File: src/rtl/onchip_mem_arbiter_if.sv
`default_nettype none
// ============================================================================
// Module      : onchip_mem_arbiter_if
// Description : Bus bundle between the two core masters, the arbiter and the
//               single-port on-chip memory.
// Revision    : 1.0 - initial release
// ============================================================================
interface onchip_mem_arbiter_if #(
  parameter int ADDR_W = 11,
  parameter int DATA_W = 32
);
  localparam int BE_W = DATA_W / 8;

  // instruction-fetch master
  logic [ADDR_W-1:0] m0_address;
  logic              m0_read;
  logic [DATA_W-1:0] m0_readdata;
  logic              m0_readdatavalid;
  logic              m0_waitrequest;

  // data master
  logic [ADDR_W-1:0] m1_address;
  logic [BE_W-1:0]   m1_byteenable;
  logic              m1_read;
  logic              m1_write;
  logic [DATA_W-1:0] m1_writedata;
  logic [DATA_W-1:0] m1_readdata;
  logic              m1_readdatavalid;
  logic              m1_waitrequest;

  // memory side
  logic [ADDR_W-1:0] mem_address;
  logic [BE_W-1:0]   mem_byteenable;
  logic              mem_chipselect;
  logic              mem_write;
  logic [DATA_W-1:0] mem_writedata;
  logic              mem_clken;
  logic [DATA_W-1:0] mem_readdata;

  modport slave (
    input  m0_address, m0_read,
    output m0_readdata, m0_readdatavalid, m0_waitrequest,
    input  m1_address, m1_byteenable, m1_read, m1_write, m1_writedata,
    output m1_readdata, m1_readdatavalid, m1_waitrequest,
    output mem_address, mem_byteenable, mem_chipselect, mem_write,
    output mem_writedata, mem_clken,
    input  mem_readdata
  );

  modport master (
    output m0_address, m0_read,
    input  m0_readdata, m0_readdatavalid, m0_waitrequest,
    output m1_address, m1_byteenable, m1_read, m1_write, m1_writedata,
    input  m1_readdata, m1_readdatavalid, m1_waitrequest,
    input  mem_address, mem_byteenable, mem_chipselect, mem_write,
    input  mem_writedata, mem_clken,
    output mem_readdata
  );
endinterface
`default_nettype wire

File: src/rtl/onchip_mem_arbiter.sv
`default_nettype none
// ============================================================================
// Module      : onchip_mem_arbiter
// Description : Two-master arbiter (fetch m0, data m1) for a single-port
//               on-chip memory with 1-cycle read latency.
// Revision    : 1.0 - initial release
// ============================================================================
module onchip_mem_arbiter #(
  parameter int ADDR_W     = 11,
  parameter int DATA_W     = 32,
  parameter int FIXED_PRIO = 0
) (
  input  logic                clk,
  input  logic                reset,
  onchip_mem_arbiter_if.slave bus
);
  localparam int BE_W = DATA_W / 8;

  logic req0;
  logic req1;
  logic gnt0;
  logic gnt1;
  logic grant;
  logic rd_issue;
  logic sel;

  logic last_gnt_q, last_gnt_d;
  logic sel_q, sel_d;
  logic rd_vld_q, rd_vld_d;
  logic rd_tag_q, rd_tag_d;

  // Grants are purely request/state driven; mem_readdata never feeds them.
  always_comb begin
    req0 = bus.m0_read;
    req1 = bus.m1_read | bus.m1_write;
    gnt0 = 1'b0;
    gnt1 = 1'b0;
    if (!reset) begin
      if (req0 && req1) begin
        if (FIXED_PRIO != 0) begin
          gnt1 = 1'b1;
        end else begin
          gnt0 = last_gnt_q;
          gnt1 = ~last_gnt_q;
        end
      end else begin
        gnt0 = req0;
        gnt1 = req1;
      end
    end
    grant    = gnt0 | gnt1;
    // A simultaneous read+write from m1 is treated as a write only.
    rd_issue = gnt0 | (gnt1 & bus.m1_read & ~bus.m1_write);
  end

  always_comb begin
    last_gnt_d = last_gnt_q;
    sel_d      = sel_q;
    rd_tag_d   = rd_tag_q;
    rd_vld_d   = rd_issue;
    if (grant) begin
      last_gnt_d = gnt1;
      sel_d      = gnt1;
    end
    if (rd_issue) begin
      rd_tag_d = gnt1;
    end
    sel = grant ? gnt1 : sel_q;
  end

  always_ff @(posedge clk) begin
    if (reset) begin
      last_gnt_q <= 1'b1;
      sel_q      <= 1'b0;
      rd_vld_q   <= 1'b0;
      rd_tag_q   <= 1'b0;
    end else begin
      last_gnt_q <= last_gnt_d;
      sel_q      <= sel_d;
      rd_vld_q   <= rd_vld_d;
      rd_tag_q   <= rd_tag_d;
    end
  end

  assign bus.m0_waitrequest = req0 & ~gnt0;
  assign bus.m1_waitrequest = req1 & ~gnt1;

  // With no grant the buses follow the last granted master so q-side glitching is avoided.
  assign bus.mem_address    = sel ? bus.m1_address    : bus.m0_address;
  assign bus.mem_byteenable = sel ? bus.m1_byteenable : {BE_W{1'b1}};
  assign bus.mem_writedata  = sel ? bus.m1_writedata  : {DATA_W{1'b0}};
  assign bus.mem_chipselect = grant;
  assign bus.mem_write      = gnt1 & bus.m1_write;
  assign bus.mem_clken      = grant | (rd_vld_q & ~reset);

  assign bus.m0_readdata      = bus.mem_readdata;
  assign bus.m1_readdata      = bus.mem_readdata;
  assign bus.m0_readdatavalid = rd_vld_q & ~rd_tag_q & ~reset;
  assign bus.m1_readdatavalid = rd_vld_q &  rd_tag_q & ~reset;

endmodule
`default_nettype wire

File: src/flat_wrapper.sv
// flat-port wrapper written by rule: the top's interface ports become plain ports
module onchip_mem_arbiter_flat 
#(
  parameter int ADDR_W     = 11,
  parameter int DATA_W     = 32,
  parameter int FIXED_PRIO = 0
)
  (clk, reset, bus_m0_address, bus_m0_read, bus_m0_readdata, bus_m0_readdatavalid, bus_m0_waitrequest, bus_m1_address, bus_m1_byteenable, bus_m1_read, bus_m1_write, bus_m1_writedata, bus_m1_readdata, bus_m1_readdatavalid, bus_m1_waitrequest, bus_mem_address, bus_mem_byteenable, bus_mem_chipselect, bus_mem_write, bus_mem_writedata, bus_mem_clken, bus_mem_readdata);
  onchip_mem_arbiter_if #(.ADDR_W(ADDR_W), .DATA_W(DATA_W)) bus_i ();
  input  logic clk;
  input  logic reset;
  input wire logic [$bits(bus_i.m0_address)-1:0] bus_m0_address;
  input wire logic [$bits(bus_i.m0_read)-1:0] bus_m0_read;
  output wire logic [$bits(bus_i.m0_readdata)-1:0] bus_m0_readdata;
  output wire logic [$bits(bus_i.m0_readdatavalid)-1:0] bus_m0_readdatavalid;
  output wire logic [$bits(bus_i.m0_waitrequest)-1:0] bus_m0_waitrequest;
  input wire logic [$bits(bus_i.m1_address)-1:0] bus_m1_address;
  input wire logic [$bits(bus_i.m1_byteenable)-1:0] bus_m1_byteenable;
  input wire logic [$bits(bus_i.m1_read)-1:0] bus_m1_read;
  input wire logic [$bits(bus_i.m1_write)-1:0] bus_m1_write;
  input wire logic [$bits(bus_i.m1_writedata)-1:0] bus_m1_writedata;
  output wire logic [$bits(bus_i.m1_readdata)-1:0] bus_m1_readdata;
  output wire logic [$bits(bus_i.m1_readdatavalid)-1:0] bus_m1_readdatavalid;
  output wire logic [$bits(bus_i.m1_waitrequest)-1:0] bus_m1_waitrequest;
  output wire logic [$bits(bus_i.mem_address)-1:0] bus_mem_address;
  output wire logic [$bits(bus_i.mem_byteenable)-1:0] bus_mem_byteenable;
  output wire logic [$bits(bus_i.mem_chipselect)-1:0] bus_mem_chipselect;
  output wire logic [$bits(bus_i.mem_write)-1:0] bus_mem_write;
  output wire logic [$bits(bus_i.mem_writedata)-1:0] bus_mem_writedata;
  output wire logic [$bits(bus_i.mem_clken)-1:0] bus_mem_clken;
  input wire logic [$bits(bus_i.mem_readdata)-1:0] bus_mem_readdata;
  assign bus_i.m0_address = bus_m0_address;
  assign bus_i.m0_read = bus_m0_read;
  assign bus_m0_readdata = bus_i.m0_readdata;
  assign bus_m0_readdatavalid = bus_i.m0_readdatavalid;
  assign bus_m0_waitrequest = bus_i.m0_waitrequest;
  assign bus_i.m1_address = bus_m1_address;
  assign bus_i.m1_byteenable = bus_m1_byteenable;
  assign bus_i.m1_read = bus_m1_read;
  assign bus_i.m1_write = bus_m1_write;
  assign bus_i.m1_writedata = bus_m1_writedata;
  assign bus_m1_readdata = bus_i.m1_readdata;
  assign bus_m1_readdatavalid = bus_i.m1_readdatavalid;
  assign bus_m1_waitrequest = bus_i.m1_waitrequest;
  assign bus_mem_address = bus_i.mem_address;
  assign bus_mem_byteenable = bus_i.mem_byteenable;
  assign bus_mem_chipselect = bus_i.mem_chipselect;
  assign bus_mem_write = bus_i.mem_write;
  assign bus_mem_writedata = bus_i.mem_writedata;
  assign bus_mem_clken = bus_i.mem_clken;
  assign bus_i.mem_readdata = bus_mem_readdata;
  onchip_mem_arbiter #(.ADDR_W(ADDR_W), .DATA_W(DATA_W), .FIXED_PRIO(FIXED_PRIO)) u_core (.clk(clk), .reset(reset), .bus(bus_i));
endmodule
File: config.mk
export PLATFORM = sky130hd
export DESIGN_NAME = onchip_mem_arbiter_flat
export DESIGN_NICKNAME = d
export VERILOG_FILES = /design/src/rtl/onchip_mem_arbiter_if.sv /design/src/rtl/onchip_mem_arbiter.sv /design/src/flat_wrapper.sv
export SDC_FILE = /design/constraint.sdc
export NUM_CORES = 1
export LEC_CHECK = 0
export CAP_MARGIN = 5
export CORE_ASPECT_RATIO = 0.5
export CORE_MARGIN = 3
export CORE_UTILIZATION = 22
export DETAILED_ROUTE_END_ITERATION = 16
export PLACE_DENSITY = 0.86
export SYNTH_ARGS = -nofsm -noshare
export SYNTH_HDL_FRONTEND = slang
export SYNTH_SLANG_ARGS = --single-unit
File: constraint.sdc
create_clock -name clk -period 2.7 [get_ports clk]
set_clock_uncertainty 0.2 [all_clocks]
set_input_delay 0.54 -clock clk [delete_from_list [all_inputs] [get_ports clk]]
set_output_delay 0.54 -clock clk [all_outputs]
set_load 0.01 [all_outputs]
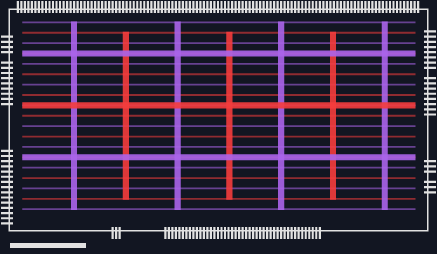
*Floorplan with the power grid, run 1*
Scale bar: 20 um. Pins as bars on the die edge.
[purple] VSS
[red] VDD
rows: 18
met1 rails: 19
met4 straps: 7
met5 straps: 3

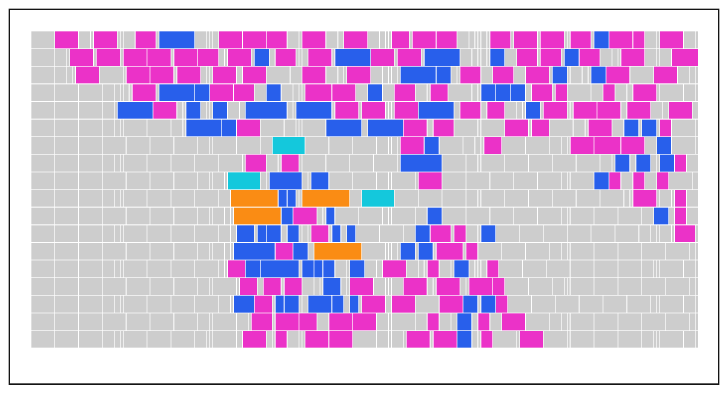
*Cell classes on the final placement, run 1*
Fill, decap, tap and diode cells in grey.
[blue] all other logic | cells: 76 | share of their area: 32%
[magenta] other buffers and delay cells | cells: 132 | share of their area: 62%
[orange] flip-flops | cells: 4 | share of their area: 4.2%
[cyan] cells driving clock nets | cells: 3 | share of their area: 2.2%

==> results_slide.txt <==
Run Summary

Place
  – IO buf count: 116
  – Area post-placement: 0.00195 mm^2
  – Global placer's final weighted congestion: 0.814
  – Cells after DPL: 274

Drt
  – Total number of vias: 1,155
  – Post-DR vias/cell: 4.05
  – DR WL/cell: 16.4 um
  – First-pass DRT Iterations: 4
  – Met2 WL post-DR: 2430 um
  – Initial DRC count: 50
  – Total Wirelength: 4680 um
  – Top routing layer in use: met4

Worst setup path
  – Levels on crit path: 6
  – Critical Path Sink: bus_mem_address[10]
  – R2r worst-path depth: 2
  – Reg-to-Reg Start: u_core.last_gnt_q$_SDFFE_PP1P_
  – CP startpoint kind: primary input
  – WS Path Type: in -> out
  – Capturing element type of the critical path: primary output
  – Reg2reg end: u_core.last_gnt_q$_SDFFE_PP1P_

Final timing
  – Fmax: 375 MHz
  – Max Slew Vio Count: 0
  – Fin crit share: 0.988
  – Hold Violations, Final: 0
  – Setup violators final: 0
  – Slew @ Worst Pin: 240 ps
  – PnR worst setup slack: 32.7 ps
  – WHS: 373 ps
  – RSZ-0062 raised after global routing: false

Synth
  – Yosys cell count: 148
  – Logic family by area: buffers and inverters
  – Seq/Total Area, Yosys: 0.0682
  – Most numerous cell in the Yosys netlist: buf_4
  – Post-synth ARST share: 0
  – Ys flop type: dfxtp_1
  – Synth Area in Adders: 0
  – Warnings from Yosys: 0
  – Yosys top cell by area: buf_4
  – Simple-gate share of the synthesized area: 0.258
  – MUX share of area: 0.141
  – Ao+oa area frac: 0.0597
  – Netlist Area Pre-Place: 0.00117 mm^2
  – Synth Area in XOR/XNOR: 0
  – Net count after synthesis: 243
  – Area share, top type: 0.409
  – Biggest area cells: buf_4, and2_1, mux2_4

Layout
  – Flop count: 4
  – Top cells excl fill/tap: clkdlybuf4s50_1, and2_1, dlygate4sd2_1, buf_2, buf_4
  – Final nets: 312
  – Reg area: 80.1 um^2
  – Finished Cell Area: 0.00198 mm^2
  – Comb area share: 0.302
  – Cell Count, Final, Fillers Out: 285
  – Area delta synth->final: 68.6%
  – Signal inverters: 2
  – Commonest Layout Cell: clkdlybuf4s50_1
  – Clk cell area share: 0.0209
  – Final-layout clock buffer total: 3
  – Flop share of the area: 0.0405

Die
  – Tap Cells: 70
  – Rows: 18
  – Core Region: 0.00504 mm^2

Global route
  – First-pass GRT wire length: 6620 um
  – Global routing usage on met1: 0.145
  – Initial antenna violation count: 0
  – Met3 Track Usage GR: 0.0656
  – Largest net degree at the start of global routing: 12
  – Global-route met2 utilization: 0.240

CTS
  – Max clock buf depth: 2
  – Clock sink total: 4
  – Root buffer cell: clkbuf_8
  – Post-CTS Resized: 130
  – Max H-tree Level: 1
  – Clk pin slew, worst setup/hold paths: 30 ps
  – Hold buffer count at cts: 0

Power and ir drop
  – Seq pwr: 0.0684 mW
  – Gate power share: 0.655
  – Switching Fraction: 0.313
  – Leakage power: 0.941 nW
  – P_int: 0.387 mW

Min path
  – Worst Hold Class: reg -> reg

Run status
  – Status: completed

Run
  – Log Warnings: 26
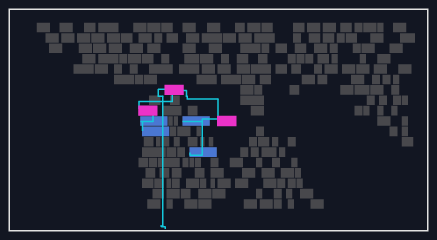
*Clock distribution, run 1*
[magenta] cells driving clock nets | count: 3
[cyan] clock wires | length: 109 um
[blue] flip-flops | count: 4
routed clock nets: 4

No activity file was given, so power comes from the tool's default toggle rates.
